**Close-up of the layout**

Region (49, 17) to (89, 57) µm. Cells in grey, sequential cells in the stronger grey; small squares are vias.
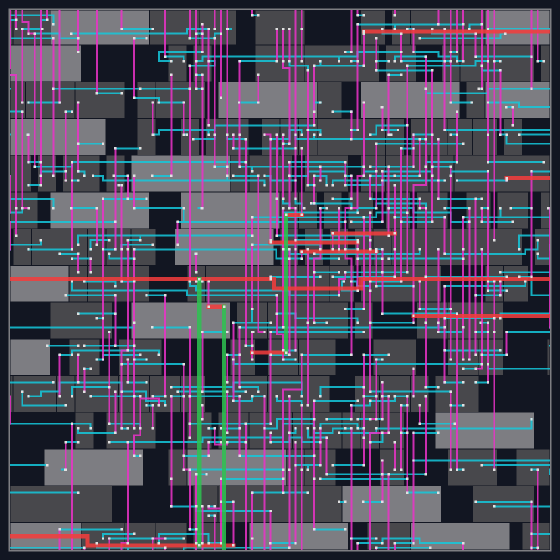
**I/O pins on the die edge**

Scale: 4 px per µm. Pins as bars across the die edge, other pins in grey.
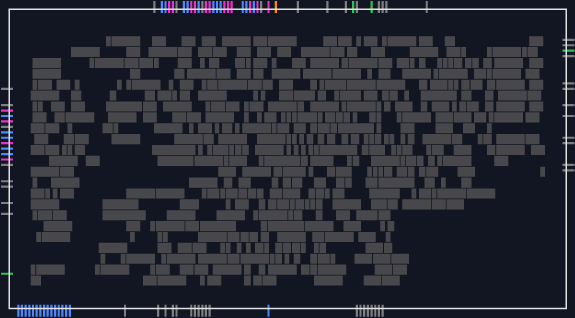
**Met2 routing**

Scale: 4 px per µm.
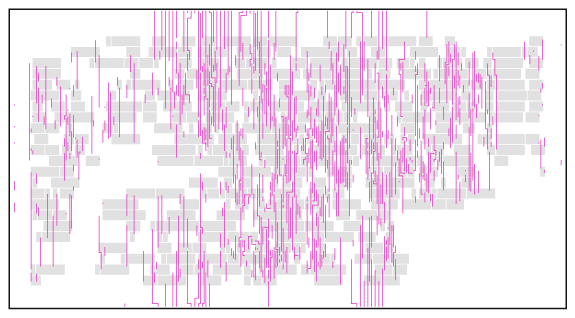
## config.mk

```make
export PLATFORM = sky130hd
export DESIGN_NAME = aoc_grid_sequencer_flat
export DESIGN_NICKNAME = d
export VERILOG_FILES = /design/src/rtl/aoc_grid_sequencer_if.sv /design/src/rtl/aoc_grid_sequencer.sv /design/src/flat_wrapper.sv
export SDC_FILE = /design/constraint.sdc
export NUM_CORES = 1
export LEC_CHECK = 0
export CAP_MARGIN = 20
export CORE_ASPECT_RATIO = 0.5
export CORE_MARGIN = 5
export CORE_UTILIZATION = 41
export CTS_CLUSTER_SIZE = 16
export DETAILED_ROUTE_END_ITERATION = 10
export GPL_TIMING_DRIVEN = 0
export HOLD_SLACK_MARGIN = 0.05
export PLACE_DENSITY = 0.83
export SLEW_MARGIN = 20
export SYNTH_ARGS = -nofsm -noshare
export SYNTH_HDL_FRONTEND = slang
export SYNTH_SLANG_ARGS = --single-unit
```

## constraint.sdc

```tcl
create_clock -name clock -period 2.7 [get_ports clock]
set_input_delay 0.81 -clock clock [delete_from_list [all_inputs] [get_ports clock]]
set_output_delay 0.81 -clock clock [all_outputs]
set_load 0.03 [all_outputs]
```

## src/rtl/aoc_grid_sequencer_if.sv

```systemverilog
// aoc_grid_sequencer_if
//
// Groups the byte-stream input handshake and the solver register bus that
// aoc_grid_sequencer talks over.
//
// Signals:
//   in_valid / in_ready / in_data[7:0] / in_last  ASCII grid byte stream
//   solver_clear                                   active-high solver reset
//   reg_addr[3:0] / reg_wdata[31:0]                solver register address / write data
//   reg_write_strobe                               solver write strobe
//   reg_rdata[31:0]                                solver read data, combinational on reg_addr
//
// Modports:
//   master  the sequencer: it consumes the byte stream and drives the solver bus
//   slave   the environment: byte source plus solver
interface aoc_grid_sequencer_if;
    logic        in_valid;
    logic        in_ready;
    logic [7:0]  in_data;
    logic        in_last;
    logic        solver_clear;
    logic [3:0]  reg_addr;
    logic [31:0] reg_wdata;
    logic        reg_write_strobe;
    logic [31:0] reg_rdata;

    modport master (
        input  in_valid, in_data, in_last, reg_rdata,
        output in_ready, solver_clear, reg_addr, reg_wdata, reg_write_strobe
    );

    modport slave (
        output in_valid, in_data, in_last, reg_rdata,
        input  in_ready, solver_clear, reg_addr, reg_wdata, reg_write_strobe
    );
endinterface

```

## src/rtl/aoc_grid_sequencer.sv

```systemverilog
// aoc_grid_sequencer
//
// Runs one job on the grid solver register port. The job proceeds as follows:
//   1. Reset the solver.
//   2. Optionally write every cell to 0.
//   3. Turn the ASCII grid stream ('@' = 1, '.' = 0, '\n' = next row) into
//      address/data register write pairs.
//   4. Write START.
//   5. Poll status until the solver reports finished, or until POLL_LIMIT
//      polls have gone by.
//   6. Latch the removal count.
//
// Parameters: GRID_W (columns), GRID_H (rows), POLL_LIMIT (polls before timeout)
//
// Ports:
//   clock    rising-edge clock
//   clear_n  synchronous active-low reset
//   go       job start pulse, honoured only in IDLE or DONE
//   busy     high from go acceptance until DONE
//   done     job finished, held until the next go
//   error    sticky per job: out-of-range cell or poll timeout
//   result   solver count, valid while done
//   bus      master side of aoc_grid_sequencer_if (byte stream + solver bus)
//
// Build option: define AOC_GRID_SEQ_PREZERO_EN to compile in the ZERO state.
// In that state every cell is written 0 before any input is accepted. Without
// it, cells the input does not cover keep whatever the solver RAM already held.
module aoc_grid_sequencer #(
    parameter int GRID_W     = 10,
    parameter int GRID_H     = 10,
    parameter int POLL_LIMIT = 65535
) (
    input  logic                       clock,
    input  logic                       clear_n,
    input  logic                       go,
    output logic                       busy,
    output logic                       done,
    output logic                       error,
    output logic [15:0]                result,
    aoc_grid_sequencer_if.master       bus
);

    localparam int CW = $clog2(GRID_W + 1);
    localparam int RW = $clog2(GRID_H + 1);
    localparam int PW = $clog2(POLL_LIMIT + 1);

    typedef enum logic [3:0] {
        IDLE, CLR, ZERO, ACCEPT, WR_ADDR, WR_DATA, START, POLL, DONE
    } state_t;

    state_t          state_q, state_d;
    logic [RW-1:0]   row_q, row_d;
    logic [CW-1:0]   col_q, col_d;
    logic [31:0]     idx_q, idx_d;
    logic            bit_q, bit_d;
    logic            last_q, last_d;
    logic [PW-1:0]   poll_q, poll_d;
    logic [3:0]      addr_q, addr_d;
    logic [31:0]     wdata_q, wdata_d;
    logic            strobe_q, strobe_d;
    logic            clear_q, clear_d;
    logic            busy_q, busy_d;
    logic            done_q, done_d;
    logic            error_q, error_d;
    logic [15:0]     result_q, result_d;
`ifdef AOC_GRID_SEQ_PREZERO_EN
    logic [31:0]     zidx_q, zidx_d;
    logic            zphase_q, zphase_d;
`endif

    logic            is_cell;
    logic            in_range;
    logic [31:0]     cell_idx;

    assign is_cell  = (bus.in_data == 8'h40) || (bus.in_data == 8'h2E);
    assign in_range = (col_q < CW'(GRID_W)) && (row_q < RW'(GRID_H));
    assign cell_idx = 32'(row_q) * 32'(GRID_W) + 32'(col_q);

    // in_ready is the only unregistered output; it decodes straight from the state register.
    assign bus.in_ready         = (state_q == ACCEPT);
    assign bus.solver_clear     = clear_q;
    assign bus.reg_addr         = addr_q;
    assign bus.reg_wdata        = wdata_q;
    assign bus.reg_write_strobe = strobe_q;
    assign busy                 = busy_q;
    assign done                 = done_q;
    assign error                = error_q;
    assign result               = result_q;

    // Next-state logic. The bus outputs are then decoded from the *next* state, so that the
    // registered copies line up with the state they belong to.
    always_comb begin
        state_d  = state_q;
        row_d    = row_q;
        col_d    = col_q;
        idx_d    = idx_q;
        bit_d    = bit_q;
        last_d   = last_q;
        poll_d   = poll_q;
        error_d  = error_q;
        result_d = result_q;
`ifdef AOC_GRID_SEQ_PREZERO_EN
        zidx_d   = zidx_q;
        zphase_d = zphase_q;
`endif

        case (state_q)
            IDLE, DONE: begin
                if (go) begin
                    state_d  = CLR;
                    error_d  = 1'b0;
                    result_d = 16'd0;
                end
            end
            CLR: begin
                row_d = '0;
                col_d = '0;
`ifdef AOC_GRID_SEQ_PREZERO_EN
                zidx_d   = 32'd0;
                zphase_d = 1'b0;
                state_d  = ZERO;
`else
                state_d  = ACCEPT;
`endif
            end
`ifdef AOC_GRID_SEQ_PREZERO_EN
            ZERO: begin
                // Phase 0 writes the index register, phase 1 writes the zero data.
                if (zphase_q) begin
                    zphase_d = 1'b0;
                    if (zidx_q == 32'(GRID_W * GRID_H - 1)) begin
                        state_d = ACCEPT;
                    end else begin
                        zidx_d = zidx_q + 32'd1;
                    end
                end else begin
                    zphase_d = 1'b1;
                end
            end
`endif
            ACCEPT: begin
                if (bus.in_valid) begin
                    if (is_cell) begin
                        if (in_range) begin
                            // A pending write delays START until WR_DATA has been issued.
                            idx_d   = cell_idx;
                            bit_d   = (bus.in_data == 8'h40);
                            last_d  = bus.in_last;
                            col_d   = col_q + CW'(1);
                            state_d = WR_ADDR;
                        end else begin
                            error_d = 1'b1;
                            if (col_q < CW'(GRID_W)) begin
                                col_d = col_q + CW'(1);
                            end
                            if (bus.in_last) begin
                                state_d = START;
                            end
                        end
                    end else begin
                        if (bus.in_data == 8'h0A) begin
                            col_d = '0;
                            if (row_q < RW'(GRID_H)) begin
                                row_d = row_q + RW'(1);
                            end
                        end
                        if (bus.in_last) begin
                            state_d = START;
                        end
                    end
                end
            end
            WR_ADDR: state_d = WR_DATA;
            WR_DATA: state_d = last_q ? START : ACCEPT;
            START: begin
                poll_d  = '0;
                state_d = POLL;
            end
            POLL: begin
                if (bus.reg_rdata[0]) begin
                    result_d = bus.reg_rdata[31:16];
                    state_d  = DONE;
                end else if (poll_q == PW'(POLL_LIMIT - 1)) begin
                    error_d  = 1'b1;
                    result_d = 16'd0;
                    state_d  = DONE;
                end else begin
                    poll_d = poll_q + PW'(1);
                end
            end
            default: state_d = IDLE;
        endcase

        addr_d   = 4'd0;
        wdata_d  = 32'd0;
        strobe_d = 1'b0;
        clear_d  = 1'b0;
        case (state_d)
            CLR: clear_d = 1'b1;
`ifdef AOC_GRID_SEQ_PREZERO_EN
            ZERO: begin
                strobe_d = 1'b1;
                if (zphase_d) begin
                    addr_d = 4'd3;
                end else begin
                    addr_d  = 4'd2;
                    wdata_d = zidx_d;
                end
            end
`endif
            WR_ADDR: begin
                addr_d   = 4'd2;
                wdata_d  = idx_d;
                strobe_d = 1'b1;
            end
            WR_DATA: begin
                addr_d   = 4'd3;
                wdata_d  = {31'd0, bit_d};
                strobe_d = 1'b1;
            end
            START: begin
                addr_d   = 4'd0;
                wdata_d  = 32'd1;
                strobe_d = 1'b1;
            end
            POLL: addr_d = 4'd1;
            default: ;
        endcase
        busy_d = (state_d != IDLE) && (state_d != DONE);
        done_d = (state_d == DONE);
    end

    // State and registered outputs. Reset can land in any state, including mid-job.
    always_ff @(posedge clock) begin
        if (!clear_n) begin
            state_q  <= IDLE;
            row_q    <= '0;
            col_q    <= '0;
            idx_q    <= 32'd0;
            bit_q    <= 1'b0;
            last_q   <= 1'b0;
            poll_q   <= '0;
            addr_q   <= 4'd0;
            wdata_q  <= 32'd0;
            strobe_q <= 1'b0;
            clear_q  <= 1'b0;
            busy_q   <= 1'b0;
            done_q   <= 1'b0;
            error_q  <= 1'b0;
            result_q <= 16'd0;
`ifdef AOC_GRID_SEQ_PREZERO_EN
            zidx_q   <= 32'd0;
            zphase_q <= 1'b0;
`endif
        end else begin
            state_q  <= state_d;
            row_q    <= row_d;
            col_q    <= col_d;
            idx_q    <= idx_d;
            bit_q    <= bit_d;
            last_q   <= last_d;
            poll_q   <= poll_d;
            addr_q   <= addr_d;
            wdata_q  <= wdata_d;
            strobe_q <= strobe_d;
            clear_q  <= clear_d;
            busy_q   <= busy_d;
            done_q   <= done_d;
            error_q  <= error_d;
            result_q <= result_d;
`ifdef AOC_GRID_SEQ_PREZERO_EN
            zidx_q   <= zidx_d;
            zphase_q <= zphase_d;
`endif
        end
    end

endmodule

```

## src/flat_wrapper.sv

```systemverilog
// flat-port wrapper written by rule: the top's interface ports become plain ports
module aoc_grid_sequencer_flat 
#(
    parameter int GRID_W     = 10,
    parameter int GRID_H     = 10,
    parameter int POLL_LIMIT = 65535
)
  (clock, clear_n, go, busy, done, error, result, bus_in_valid, bus_in_data, bus_in_last, bus_reg_rdata, bus_in_ready, bus_solver_clear, bus_reg_addr, bus_reg_wdata, bus_reg_write_strobe);
  aoc_grid_sequencer_if bus_i ();
  input  logic clock;
  input  logic clear_n;
  input  logic go;
  output logic busy;
  output logic done;
  output logic error;
  output logic [15:0] result;
  input wire logic [$bits(bus_i.in_valid)-1:0] bus_in_valid;
  input wire logic [$bits(bus_i.in_data)-1:0] bus_in_data;
  input wire logic [$bits(bus_i.in_last)-1:0] bus_in_last;
  input wire logic [$bits(bus_i.reg_rdata)-1:0] bus_reg_rdata;
  output wire logic [$bits(bus_i.in_ready)-1:0] bus_in_ready;
  output wire logic [$bits(bus_i.solver_clear)-1:0] bus_solver_clear;
  output wire logic [$bits(bus_i.reg_addr)-1:0] bus_reg_addr;
  output wire logic [$bits(bus_i.reg_wdata)-1:0] bus_reg_wdata;
  output wire logic [$bits(bus_i.reg_write_strobe)-1:0] bus_reg_write_strobe;
  assign bus_i.in_valid = bus_in_valid;
  assign bus_i.in_data = bus_in_data;
  assign bus_i.in_last = bus_in_last;
  assign bus_i.reg_rdata = bus_reg_rdata;
  assign bus_in_ready = bus_i.in_ready;
  assign bus_solver_clear = bus_i.solver_clear;
  assign bus_reg_addr = bus_i.reg_addr;
  assign bus_reg_wdata = bus_i.reg_wdata;
  assign bus_reg_write_strobe = bus_i.reg_write_strobe;
  aoc_grid_sequencer #(.GRID_W(GRID_W), .GRID_H(GRID_H), .POLL_LIMIT(POLL_LIMIT)) u_core (.clock(clock), .clear_n(clear_n), .go(go), .busy(busy), .done(done), .error(error), .result(result), .bus(bus_i));
endmodule
```

==> impl_metrics.toml <==
# yosys + openroad results
[clock_network]
cts-root-buf = "clkbuf_16"
ctsLongestPathBuffers = 2
tritoncts_clock_tree = "yes"
cts_inserted_buffers = 9
post_cts_resized = 5
post_cts_buffers = 2

[sta]
setup_ws_ns = 0.109
period_used_pct = 95.9
hold_slack_ns = 0.481
clock-skew-final_ns = 0.00430
fin_hold_viols = 0
timing.setup.tns_ns = 0

[final_layout]
layout_top_cells = "dfxtp_1, clkdlybuf4s50_1, nor2_1, conb_1"
number_of_flip_flops_and_latches = 85
num-nets-final = 537
final_cell_count_no_fill = 596
layout.area.comb_mm2 = 0.00170
finished_core_util_pct = 60.5
layout.clock.cell_area_share_pct = 6.68
largest_reg_flops = 32
postLayoutCellArea_mm2 = 0.00487
n_all_buffers = 104
layout.nonclk_buf_share_pct = 19.5
ff_latch_area_mm2 = 0.00170
final.clkbuf_count = 10
flow.area_growth_from_synthesis_pct = 43.1
largestClassByArea = "flip-flops and latches"
n_multi_input_combinational_cell = 263

[worst_setup_path]
timing.critical_path.fanout_max = 6
crit_family = "AND-OR/OR-AND gates"
critical-path-slowest-cell = "clkdlybuf4s50_1"
crit-reg2reg-launch = "u_core.poll_q[0]"
crit_path_end_kind = "flip-flop"
ff2ff_path_depth = 10
timing.critical_path.depth = 7
critical_path_startpoint_category = "input pin"
rr_endpoint = "u_core.result[3]"
cp_num_buf_inv = 2
cp-startpoint = "bus_in_valid"

[place]
placement.setup.worst_slack_ns = -0.585
postPlaceCellArea_mm2 = 0.00448
final_weighted_congestion_in_routability_driven_placement = 0.846
hpwl_after_detailed_placement_mm = 5.67

[yosys]
post_synth_num_cell_types = 55
ys_sh_adder_pct = 5.22
post_synth_mux_area_share_pct = 1.54
syn-mean-instance-area_um2 = 9.51
yosysChipArea_mm2 = 0.00340
synth_seq_share_pct = 50.0
synth_top_cell_by_area = "dfxtp_1"
netlist_top_cells_count = "dfxtp_1, nor2_1, a21oi_1, nand2_1, a22oi_1"
most_common_cell = "dfxtp_1"
synth_async_sr_flop_share_pct = 0
synthesis.area_mm2 = 0.00340
synth.area.top_cells = "dfxtp_1, nor2_1, ha_1, a22oi_1, a21oi_1"
synth-simple-area-share_pct = 20.5
post_synth_ao_oa_area_fraction_pct = 14.4
synth-seq-cells = 85
synthesis.instances = 358
commonest_flop = "dfxtp_1"
synth.comb.largest_family = "simple AND/OR/NAND/NOR gates"

[global_routing]
grt_util_met1_pct = 15.8
grt.total_usage_pct = 15.1
grt_use_met3_pct = 5.39
wire_length_of_the_first_global_routing_pass_mm = 12.5
via_count_of_the_first_global_routing_pass = 2863

[power]
p_clk_share_pct = 45.0
p_int_w = 0.00225
pwr.group.clock_w = 0.00133
power.static_leakage_nw = 1.98
power_w = 0.00295
net_sw_share_pct = 23.6
power-per-cell-area_mw_per_mm2 = 605
seq_cell_power_w = 0.00130
ir_drop_v = 0.000468
sequentialPowerShare_pct = 44.2

[routing]
tritonroute_pass_1_iters = 4
drc = 0
routedLengthMet1_mm = 3.19
wl_mm = 7.71
route.detailed.vias_per_inst = 4.85
detail_route.wl_per_cell_um = 12.9

[floorplanning]
floorplan.core_util_pct = 42.3
n_tap_cell = 112
floorplan.rows = 23
fp.coreArea_mm2 = 0.00806

[job]
drv.max_cap_violation_count = 0
openroad_warning_count = 43

[worst_hold_path]
min-delay-path-class = "flip-flop to flip-flop"

[outcome]
run_status = "finished clean"
Back to the opening pictures, 'close-up of the layout':
layer	colour
M4	green
M3	red
M1	cyan
M2	magenta
most frequent	dfxtp_1 (20), nor2_1 (18)
sequential cells in the window	20
netlist names of flops here include	`u_core.poll_q` (10), `u_core.state_q` (4), `u_core.result` (3)
cells with their middle in the window	142

Back to the opening pictures, 'I/O pins on the die edge':
port	colour	pins	direction	edge
`result`	magenta	16	output	12 top, 4 left
`bus_reg_addr`	green	4	output	2 top, 1 left, 1 right
`bus_reg_rdata`	blue	32	input	16 bottom, 11 top, 5 left
`go`	orange	1	input	top
all pins by edge	38 top, 35 bottom, 18 left, 12 right
number of buffer cells added on primary ports: 84
Chip Width: 139 µm
Die H: 74.4 µm

Back to the opening pictures, 'met2 routing':
longest straight run	26.4 µm
share of all routed wire	51%

No activity file was given, so power comes from the tool's default toggle rates.
